### src/rtl/single_hash_pkg.sv
// Shared arithmetic for the djb2-xor hash step.
// The leaf datapath and the array-level code both call these functions, so
// every instance folds characters in with bit-identical arithmetic.
package single_hash_pkg;

  localparam int HASH_W     = 32;
  localparam int CHAR_W     = 7;
  localparam int HASH_SHIFT = 5;

  typedef logic [HASH_W-1:0] hash_t;
  typedef logic [CHAR_W-1:0] char_t;

  // h * (2^HASH_SHIFT + 1) as a shift-add; carries out of HASH_W are dropped.
  function automatic hash_t hash_mul33(hash_t h);
    return hash_t'((h << HASH_SHIFT) + h);
  endfunction

  // The XOR only reaches the low CHAR_W bits, so the upper bits of a step
  // depend on the seed alone.
  function automatic hash_t hash_step(hash_t seed, char_t chr);
    return hash_mul33(seed) ^ {{(HASH_W-CHAR_W){1'b0}}, chr};
  endfunction

endpackage

### src/rtl/single_hash.sv
// single_hash: one registered step of the djb2-xor string hash,
//   hash_out = (seed * 33) ^ chr, one cycle of latency, no backpressure.
// Optional feature macro: SINGLE_HASH_CMP_EN adds the goal/match partial
// compare ("one more unknown character"), which lands one cycle after
// hash_out.
// The datapath uses the package functions, so WIDTH/CHAR_W/SHIFT must match
// the package constants; a mismatch is rejected at elaboration.
module single_hash
  import single_hash_pkg::*;
#(
  parameter int WIDTH  = single_hash_pkg::HASH_W,
  parameter int CHAR_W = single_hash_pkg::CHAR_W,
  parameter int SHIFT  = single_hash_pkg::HASH_SHIFT
) (
  input  logic              clk,
  input  logic              reset,
  input  logic              in_valid,
  input  logic [WIDTH-1:0]  seed,
  input  logic [CHAR_W-1:0] chr,
`ifdef SINGLE_HASH_CMP_EN
  input  logic [WIDTH-1:0]  goal,
  output logic              match,
`endif
  output logic              out_valid,
  output logic [WIDTH-1:0]  hash_out
);

  if (WIDTH != single_hash_pkg::HASH_W ||
      CHAR_W != single_hash_pkg::CHAR_W ||
      SHIFT != single_hash_pkg::HASH_SHIFT) begin : g_param_check
    $error("single_hash parameters must match single_hash_pkg constants");
  end

  logic       valid_q, valid_d;
  hash_t      hash_q,  hash_d;

  // Next-state: a valid input loads a new step result, otherwise hold.
  always_comb begin
    valid_d = in_valid;
    hash_d  = hash_q;
    if (in_valid) begin
      hash_d = hash_step(seed, chr);
    end
  end

  // Result register; reset wins over any input and drops in-flight results.
  always_ff @(posedge clk) begin
    if (reset) begin
      valid_q <= 1'b0;
      hash_q  <= '0;
    end else begin
      valid_q <= valid_d;
      hash_q  <= hash_d;
    end
  end

  assign out_valid = valid_q;
  assign hash_out  = hash_q;

`ifdef SINGLE_HASH_CMP_EN
  logic  match_q, match_d;
  hash_t mul_q;

  // Only bits above CHAR_W are compared: the unknown next character can
  // only disturb the low CHAR_W bits of the following step.
  always_comb begin
    mul_q   = hash_mul33(hash_q);
    match_d = valid_q && (mul_q[WIDTH-1:CHAR_W] == goal[WIDTH-1:CHAR_W]);
  end

  // Compare register, one cycle behind hash_out.
  always_ff @(posedge clk) begin
    if (reset) begin
      match_q <= 1'b0;
    end else begin
      match_q <= match_d;
    end
  end

  assign match = match_q;
`endif

endmodule

### config.mk
export PLATFORM = sky130hd
export DESIGN_NAME = single_hash
export DESIGN_NICKNAME = d
export VERILOG_FILES = /design/src/rtl/single_hash_pkg.sv /design/src/rtl/single_hash.sv
export SDC_FILE = /design/constraint.sdc
export NUM_CORES = 1
export LEC_CHECK = 0
export CAP_MARGIN = 25
export CORE_MARGIN = 10
export CORE_UTILIZATION = 41
export DETAILED_ROUTE_END_ITERATION = 6
export GPL_ROUTABILITY_DRIVEN = 0
export PLACE_DENSITY = 0.7
export SKIP_LAST_GASP = 1
export SLEW_MARGIN = 20
export SYNTH_ARGS = -nofsm -noshare
export SYNTH_HDL_FRONTEND = slang
export SYNTH_SLANG_ARGS = --single-unit
### constraint.sdc
create_clock -name clk -period 2.9 [get_ports clk]
set_input_delay 0.725 -clock clk [delete_from_list [all_inputs] [get_ports clk]]
set_output_delay 0.725 -clock clk [all_outputs]
set_load 0.02 [all_outputs]
==> deck_impl_summary.md, run 1 <==
Physical Implementation Snapshot

Global route
  – M3 GR Usage: 0.0377
  – Largest net degree at the start of global routing: 33

Yosys
  – YS warnings: 0
  – Register area share after synthesis: 0.260
  – Avg Inst Size Synth: 8.33 um2
  – Yosys stat chip area: 0.00254 mm2
  – Main synth FF type: dfxtp_1
  – Async S/R FF share, synth: 0
  – Mapped Nets: 374
  – Dominant cell area share: 0.260

Routing
  – Pre-antenna DRT Iters: 4
  – Via density: 5.32
  – Routed Antenna Nets: 0
  – First DRT Iteration DRCs: 175

Final timing
  – Period minus WS final: 2.84 ns
  – Tcrit/Tclk final: 0.981
  – Least-Margin Pin Slew: 0.422 ns

Worst setup path
  – R2R depth: 2
  – CP Capture Type: flip-flop
  – Required time worst endpoint: 3.10 ns

Pwr
  – Combinational Power Share: 0.439
  – Clock power frac: 0.279
  – Net Sw Power: 0.602 mW
  – Switching share of power: 0.322
  – Worst vdd ir: 0.000292 V

Cells and area
  – Top Layout Cells: buf_4, clkdlybuf4s50_1, nor2_1, dfxtp_1, xnor2_1
  – Share of layout cells above drive strength 1: 0.239
  – FILL cells: 478

Placement
  – Count of input and output buffers: 74

Floorplan
  – Die area: 0.00974 mm2
  – Die X: 98.7 um

Clocking
  – CTS tree: built
  – H-tree depth: 2

Run status
  – Status: complete, no violations

Worst hold path
  – Hold path endpoint: hash_out[25]$_SDFFE_PP0P_
  – Hold Crit Class: flip-flop to flip-flop
## run 1: state kept, by name, summed over array words and instances (netlist names)
register   cells
hash_out      32
out_valid      1
## run 1: area by class of cell
class,count,area (um2),area share
Multi-Input combinational cell,253,1970,0.475
Timing Repair Buffer,140,1260,0.302
Sequential cell,33,661,0.159
Tap cell,75,93.8,0.0226
Clock buffer,5,68.8,0.0166
Clock inverter,3,65.1,0.0157
Inverter,10,37.5,0.00903
## run 1: worst max path at each step
stage                                            to  startpoint  cells past startpoint
final                     hash_out[29]$_SDFFE_PP0P_     seed[0]                     12
after global routing      hash_out[29]$_SDFFE_PP0P_     seed[3]                     11
after CTS                 hash_out[26]$_SDFFE_PP0P_    seed[11]                     10
after detailed placement  hash_out[29]$_SDFFE_PP0P_    seed[11]                     10
after global placement    hash_out[21]$_SDFFE_PP0P_     seed[5]                     11
after floorplan           hash_out[29]$_SDFFE_PP0P_    seed[11]                     10
## run 1: critical path: stages
cell,delay [ns]
clkdlybuf4s50_1,0.50
ha_2,0.19
inv_1,0.05
fa_1,0.38
nand2b_4,0.17
a21oi_4,0.15
o2111ai_2,0.16
nand2_2,0.15
a21oi_4,0.07
o22ai_2,0.18
xnor2_1,0.09
a211oi_1,0.22
## run 1: cell usage after synthesis (3+ instances only)
library cell,n
a211oi_1,14
a21o_1,9
a21oi_1,21
a31oi_1,3
and2_1,3
and3_1,3
buf_4,3
clkbuf_1,3
dfxtp_1,33
ha_1,26
inv_1,10
mux2i_1,17
nand2_1,22
nand2b_1,3
nand3_1,4
nand4_1,3
nor2_1,40
nor2b_1,3
o21ai_0,13
o21ai_1,10
xnor2_1,24
xor2_1,8
## run 1: cells by family (layout without fill, tap and decap cells)
family          count (synthesis)  in the layout  synth area share
compound gates                 84             84             0.212
xor+xnor                       32             32             0.110
fa+ha+maj                      27             27             0.136
buf+inv                        19            158            0.0394
flops                          33             33             0.260
mux                            17             17            0.0670
simple gates                   93             93             0.175
## run 1: power by group through the flow
stage | clock (mW) | sequential (mW) | combinational (mW)
6_report | 0.521 | 0.527 | 0.822
5_1_grt | 0.551 | 0.534 | 0.892
4_1_cts | 0.528 | 0.527 | 0.777
3_5_place_dp | 0 | 0.538 | 0.764
3_3_place_gp | 0 | 0.536 | 0.753
2_1_floorplan | 0 | 0.597 | 0.348
## run 1: routing by layer
layer  part of all wire  wire length, um
met5                  0                0
met2               0.46             3840
met4              0.019              158
met3              0.062              516
met1               0.46             3860
## run 1: what timing repair did
action                                 4_1_cts  5_1_grt
cloned                                       0        0
pin swaps                                    2        7
setup endpoints to repair                    4       18
gates resized                                5       36
endpoints found under the hold margin        0        0
Figure 1. Signal wires on met2 (run 1).
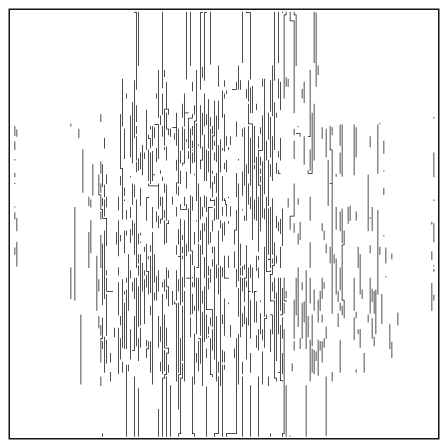
wire length on this layer: 3840 um
nets with wire on the layer: 449
main direction: vertical
share of all routed wire: 46%
longest straight run: 37.7 um

Figure 2. Clock wiring as the flow saved it (run 1).
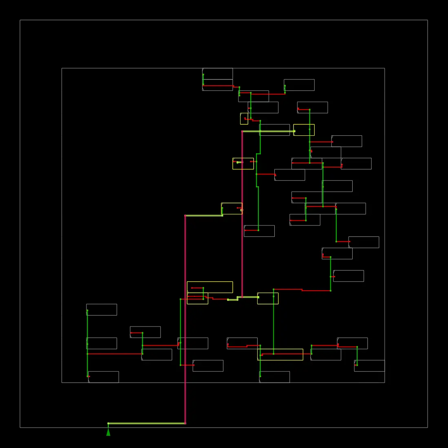
# clk buffers: 5
Sink Count: 33
Clock Skews: 0 ns

Figure 3. Cells by drive strength (run 1).
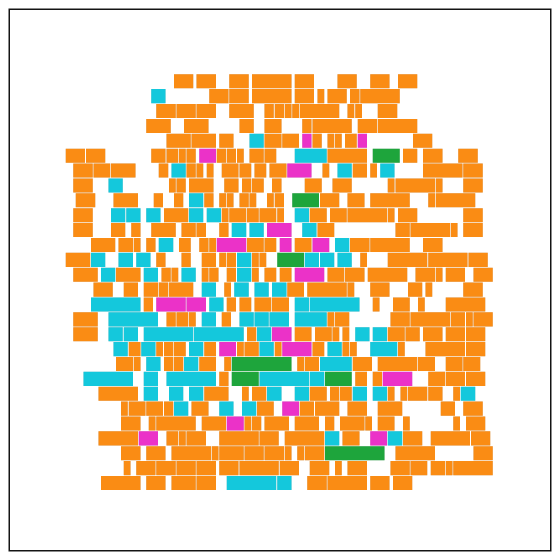
| size | colour | cells | share | most used |
|---|---|---|---|---|
| _6 and larger | green | 7 | 1.6% | clkbuf_8 |
| _3 and _4 cells | cyan | 80 | 18% | buf_4 |
| _0 and _1 cells | orange | 338 | 76% | clkdlybuf4s50_1 |
| _2 cells | magenta | 19 | 4.3% | a21oi_2 |

Figure 4. Cell classes on the final placement (run 1).
Bar = 20 um. Fill, decap, tap and diode cells in grey.
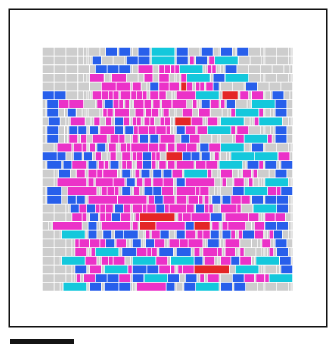
| class | colour | cells |
|---|---|---|
| combinational and other logic | magenta | 263 |
| remaining buffers and delay cells | blue | 140 |
| sequential cells | cyan | 33 |
| clock drivers and dummy loads | red | 8 |

## Run 2: what changed since run 1
--- a/config.mk
+++ b/config.mk
@@ -6,11 +6,13 @@
 export NUM_CORES = 1
 export LEC_CHECK = 0
 export CAP_MARGIN = 25
+export CELL_PAD_IN_SITES_DETAIL_PLACEMENT = 0
+export CELL_PAD_IN_SITES_GLOBAL_PLACEMENT = 1
 export CORE_MARGIN = 10
-export CORE_UTILIZATION = 41
+export CORE_UTILIZATION = 35
 export DETAILED_ROUTE_END_ITERATION = 6
 export GPL_ROUTABILITY_DRIVEN = 0
-export PLACE_DENSITY = 0.7
+export PLACE_DENSITY = 0.8
 export SKIP_LAST_GASP = 1
 export SLEW_MARGIN = 20
 export SYNTH_ARGS = -nofsm -noshare
Figure 5. Signal wires on met2 (run 2).
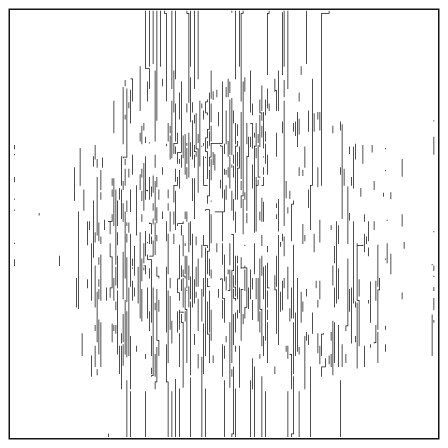
main direction: vertical
nets with wire on the layer: 444
share of all routed wire: 48%

==> run 2 against run 1 <==
First-iteration DRC count down 21%. Sequential cell count is the same. Non-clock buffer count rose by 3. Fmax is 3.7% higher. Total power shrank 7.3%. Register-to-register slack barely moved. Critical path depth is the same. Highest routed layer unchanged.
==> deck_impl_summary.md, run 2 <==
Physical Implementation Snapshot

Run status
  – Status: complete, no violations

Final timing
  – Clock Skews: 0 ns
  – Tcrit/Tclk final: 0.945
  – Final worst slack: 0.158 ns
  – Least-Margin Pin Slew: 0.587 ns
  – Period minus WS final: 2.74 ns

Yosys
  – Synth cell count leaders: nor2_1, dfxtp_1, ha_1
  – Main synth FF type: dfxtp_1
  – Post-synthesis register bit count: 33
  – YS warnings: 0
  – Async S/R FF share, synth: 0
  – Avg Inst Size Synth: 8.33 um2
  – Yosys stat chip area: 0.00254 mm2
  – Cell variety after synth: 44
  – Dominant cell area share: 0.260
  – Mapped Nets: 374
  – Synth top cell by count: nor2_1
  – Register area share after synthesis: 0.260

Flow run
  – Max cap viols: 0

Pwr
  – Leak: 1.87 nW
  – Worst vdd ir: 0.000183 V
  – Reg power frac: 0.305
  – Combinational Power Share: 0.471
  – Switching share of power: 0.341
  – Net Sw Power: 0.592 mW
  – Clock power frac: 0.225

Worst setup path
  – WP data arrival: 2.98 ns
  – Type of origin of the critical path: input pin
  – CP Capture Type: flip-flop
  – Required time worst endpoint: 3.13 ns

Cells and area
  – Top Layout Cells: buf_4, clkdlybuf4s50_1, nor2_1, dfxtp_1, xnor2_1
  – Reg area: 661 um2
  – Share of layout cells above drive strength 1: 0.248
  – FILL cells: 635
  – Max reg flops: 32
  – Finished Core Util: 0.607
  – Gate Area: 0.00199 mm2
  – Area growth syn-to-layout: 65.0%

Placement
  – Count of input and output buffers: 74

Routing
  – DRC viols: 0
  – First DRT Iteration DRCs: 138
  – Pre-antenna DRT Iters: 4
  – Routed Antenna Nets: 0
  – Via density: 4.94

Floorplan
  – Die height: 105 um
  – Die X: 105 um
  – FP Util: 0.368
  – Die area: 0.0111 mm2

Global route
  – M3 GR Usage: 0.0221
  – Largest net degree at the start of global routing: 31
  – GRT overflow: 0

Clocking
  – CTS tree: built
  – Sink Count: 33
  – H-tree depth: 2
  – Hold Buf Count CTS: 0
  – Reg clk slew, reported paths: 0.08 ns
  – Clock Latency Late Sink: 0.28 ns

Worst hold path
  – Hold Crit Class: flip-flop to flip-flop
Figure 6. Selected gate families (run 2).
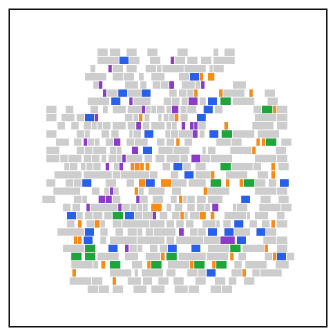
| family | colour | cells | most used |
|---|---|---|---|
| mux cells | green | 17 | mux2i_1 |
| xor and xnor cells | blue | 32 | xnor2_1 |
| nor cells | orange | 47 | nor2_1 |
| nand cells | purple | 34 | nand2_1 |

[run 2: cell counts after synthesis]
No cell type changed its count.
[run 2: timing repair]
| item | in CTS | in global routing |
|---|---|---|
| setup buffers | 0 | 2 |
| endpoints found under the setup margin | 9 | 16 |
| pin swaps | 6 | 7 |
| gates resized | 13 | 34 |
[run 2: final timing paths]
path | slack, ns | to | depth (start not counted) | start
max | 0.16 | hash_out[31]$_SDFFE_PP0P_ | 12 | seed[5]
max reg2reg | 2.19 | hash_out[26]$_SDFFE_PP0P_ | 2 | hash_out[26]$_SDFFE_PP0P_
min | 0.45 | hash_out[25]$_SDFFE_PP0P_ | 2 | hash_out[25]$_SDFFE_PP0P_
min reg2reg | 0.45 | hash_out[25]$_SDFFE_PP0P_ | 2 | hash_out[25]$_SDFFE_PP0P_
[run 2: logic make-up (layout without fill, tap and decap cells)]
kind of cell,after synthesis,in the layout,share of synthesized area
xor gates and xnor gates,32,32,0.110
DFF,33,33,0.260
buffers and inverters,19,161,0.0394
AOI/OAI and AO/OA,84,84,0.212
and+or+nand+nor,93,93,0.175
adders and majority gates,27,27,0.136
muxes,17,17,0.0670
[run 2: power groups by stage]
stage,clock [mW],sequential (mW),combinational [mW]
global placement,0,0.537,0.755
finish,0.389,0.528,0.816
floorplan,0,0.597,0.348
global route,0.415,0.534,0.891
CTS,0.398,0.528,0.779
detailed placement,0,0.538,0.762
[run 2: area by class of cell]
class                      instances  area share
sequential                        33       0.158
timing repair buffer             143       0.305
clock inverter                     1     0.00119
multi-input combinational        253       0.475
inverter                          10     0.00896
clock buffer                       7      0.0230
tap                               96      0.0287
[run 2: routing by layer]
metal | part of all wire | vias up
met5 | 0 | -
met4 | 0.0091 | 0
met2 | 0.48 | 59
met3 | 0.039 | 5
li1 | - | 1382
met1 | 0.47 | 1236
[run 2: per-stage QoR]
step	area, um2	hold WS, ns	std cells	TNS, ns
5_1_grt	4190	0.468	543	0
3_5_place_dp	3840	0.447	533	-5.18
2_1_floorplan	2540	0.521	305	0
6_report	4190	0.453	543	0
4_1_cts	4010	0.458	541	0
3_3_place_gp	3840	0.440	533	-4.43
[run 2: critical path, stage by stage]
cell and delay, ns:
dlygate4sd2_1 0.31, ha_2 0.22, inv_1 0.05, fa_1 0.38, nand2b_4 0.17, a21oi_4 0.17, o2111ai_4 0.14, a211oi_2 0.27
o22ai_1 0.11, xnor2_1 0.23, mux2i_1 0.11, nor2_1 0.09
## Run 3: what changed since run 2
--- a/config.mk
+++ b/config.mk
@@ -13,6 +13,7 @@
 export DETAILED_ROUTE_END_ITERATION = 6
 export GPL_ROUTABILITY_DRIVEN = 0
 export PLACE_DENSITY = 0.8
+export RECOVER_POWER = 25
 export SKIP_LAST_GASP = 1
 export SLEW_MARGIN = 20
 export SYNTH_ARGS = -nofsm -noshare
Figure 7. Clock wiring as the flow saved it (run 3).
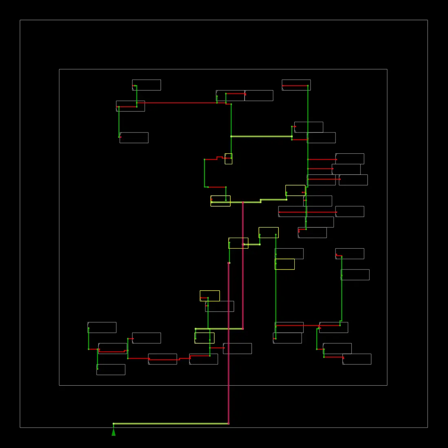
Clock group: 0.389 mW
flop count: 33
# clk buffers: 7
TritonCTS buffer count: 5
Clock Latency Late Sink: 0.28 ns

==> run 3 against run 2 <==
First-iteration DRC count is the same. Largest cell class unchanged. Combinational power shrank 0.6%. Register-to-register slack is essentially flat. Die area is the same. Sequential share of layout area is the same. Clock-buffer cell count is the same. Wire length is essentially flat. Total power shrank 0.32%.
==> deck_impl_summary.md, run 3 <==
Physical Implementation Snapshot

Yosys
  – Mapped Nets: 374
  – Main synth FF type: dfxtp_1
  – Avg Inst Size Synth: 8.33 um2
  – YS warnings: 0

Clocking
  – Reg clk slew, reported paths: 0.08 ns
  – Hold Buf Count CTS: 0
  – H-tree depth: 2
  – Sink Count: 33
  – CTS tree: built

Floorplan
  – Die height: 105 um
  – Die area: 0.0111 mm2
  – Die X: 105 um
  – FP Util: 0.368

Cells and area
  – Non-filler cells, final: 543
  – Area growth syn-to-layout: 65.0%
  – Max reg flops: 32
  – Reg area: 661 um2
  – Final non-filler cell area: 0.00419 mm2
  – Gate Area: 0.00199 mm2
  – FILL cells: 635

Placement
  – DP Area: 0.00384 mm2
  – Inst Count DP: 533

Final timing
  – Tcrit/Tclk final: 0.945
  – Least-Margin Pin Slew: 0.587 ns
  – Setup TNS: 0 ns
  – Period minus WS final: 2.74 ns

Routing
  – Pre-antenna DRT Iters: 4
  – DRC viols: 0
  – First DRT Iteration DRCs: 138
  – Routed Antenna Nets: 0

Worst setup path
  – Reg2reg end: hash_out[26]$_SDFFE_PP0P_
  – Required time worst endpoint: 3.13 ns
  – CP Capture Type: flip-flop
  – Slowest stage delay, CP: 0.38 ns
  – Type of origin of the critical path: input pin
  – WP data arrival: 2.98 ns
  – CP Cell Sequence: dlygate4sd2_1 > ha_2 > inv_1 > fa_1 > nand2b_4 > a21oi_4 > o2111ai_4 > a211oi_2 > o22ai_1 > xnor2_1 > mux2i_1 > nor2_1

Worst hold path
  – Hold Crit Class: flip-flop to flip-flop

Global route
  – GRT overflow: 0
  – Largest net degree at the start of global routing: 31

Run status
  – Status: complete, no violations
Figure 8. Selected gate families (run 3).
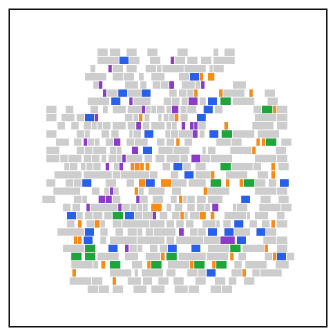
| family | colour | cells | most used |
|---|---|---|---|
| nor cells | orange | 47 | nor2_1 |
| nand cells | purple | 34 | nand2_1 |
| xor and xnor cells | blue | 32 | xnor2_1 |
| mux cells | green | 17 | mux2i_1 |

run 3: where the power goes:
part | switching [mW] | internal, mW | leakage, nW
clock network | 0.175 | 0.215 | 0.0542
logic | 0.392 | 0.418 | 1.56
registers | 0.0239 | 0.503 | 0.273
run 3: cell families (layout without fill, tap and decap cells):
group                    after synthesis  after routing  share of synthesized area
XOR/XNOR                              32             32                      0.110
AND/OR/NAND/NOR                       93             93                      0.175
multiplexers                          17             17                     0.0670
AND-OR/OR-AND                         84             84                      0.212
adder cells (fa/ha/maj)               27             27                      0.136
flip-flops                            33             33                      0.260
buffers and inverters                 19            161                     0.0394
run 3: how the worst min path moves through the flow:
stage,start,end,cells after the start
floorplan,hash_out[25]$_SDFFE_PP0P_,hash_out[25]$_SDFFE_PP0P_,2
global placement,hash_out[30]$_SDFFE_PP0P_,hash_out[30]$_SDFFE_PP0P_,2
detailed placement,hash_out[25]$_SDFFE_PP0P_,hash_out[25]$_SDFFE_PP0P_,2
CTS,hash_out[25]$_SDFFE_PP0P_,hash_out[25]$_SDFFE_PP0P_,2
global route,hash_out[20]$_SDFFE_PP0P_,hash_out[20]$_SDFFE_PP0P_,2
finish,hash_out[25]$_SDFFE_PP0P_,hash_out[25]$_SDFFE_PP0P_,2
run 3: critical path: cells and delay by family:
kind                     cells  cell delay (ns)
AND-OR/OR-AND                4             0.69
XOR/XNOR                     1             0.23
adder cells (fa/ha/maj)      2             0.60
buffers and inverters        2             0.36
multiplexers                 1             0.11
AND/OR/NAND/NOR              2             0.26
run 3: metal layers:
| metal | track usage | wire (um) |
|---|---|---|
| met2 | 0.243 | 3930 |
| met1 | 0.185 | 3840 |
| met3 | 0.0221 | 318 |
| met5 | 0 | 0 |
| met4 | 0.0324 | 74 |
run 3: cell type report:
type | count | area share
Tap cell | 96 | 0.0287
Clock inverter | 1 | 0.00119
Timing Repair Buffer | 143 | 0.305
Multi-Input combinational cell | 253 | 0.475
Inverter | 10 | 0.00896
Clock buffer | 7 | 0.0230
Sequential cell | 33 | 0.158
run 3: per-stage QoR:
| stage | utilization | worst slack [ns] | hold WS (ns) |
|---|---|---|---|
| 6_report | 0.607 | 0.158 | 0.453 |
| 5_1_grt | 0.607 | 0.0100 | 0.468 |
| 4_1_cts | 0.580 | 0.00599 | 0.458 |
| 3_5_place_dp | 0.555 | -0.473 | 0.447 |
| 3_3_place_gp | 0.555 | -0.460 | 0.440 |
| 2_1_floorplan | - | 0.340 | 0.521 |
run 3: what timing repair did:
| item | CTS | global route |
|---|---|---|
| endpoints found under the setup margin | 9 | 16 |
| buffers inserted | 0 | 2 |
| pin swaps | 6 | 7 |
| resized | 13 | 34 |
Power figures rest on the tool's default switching activity, not on a simulated workload.
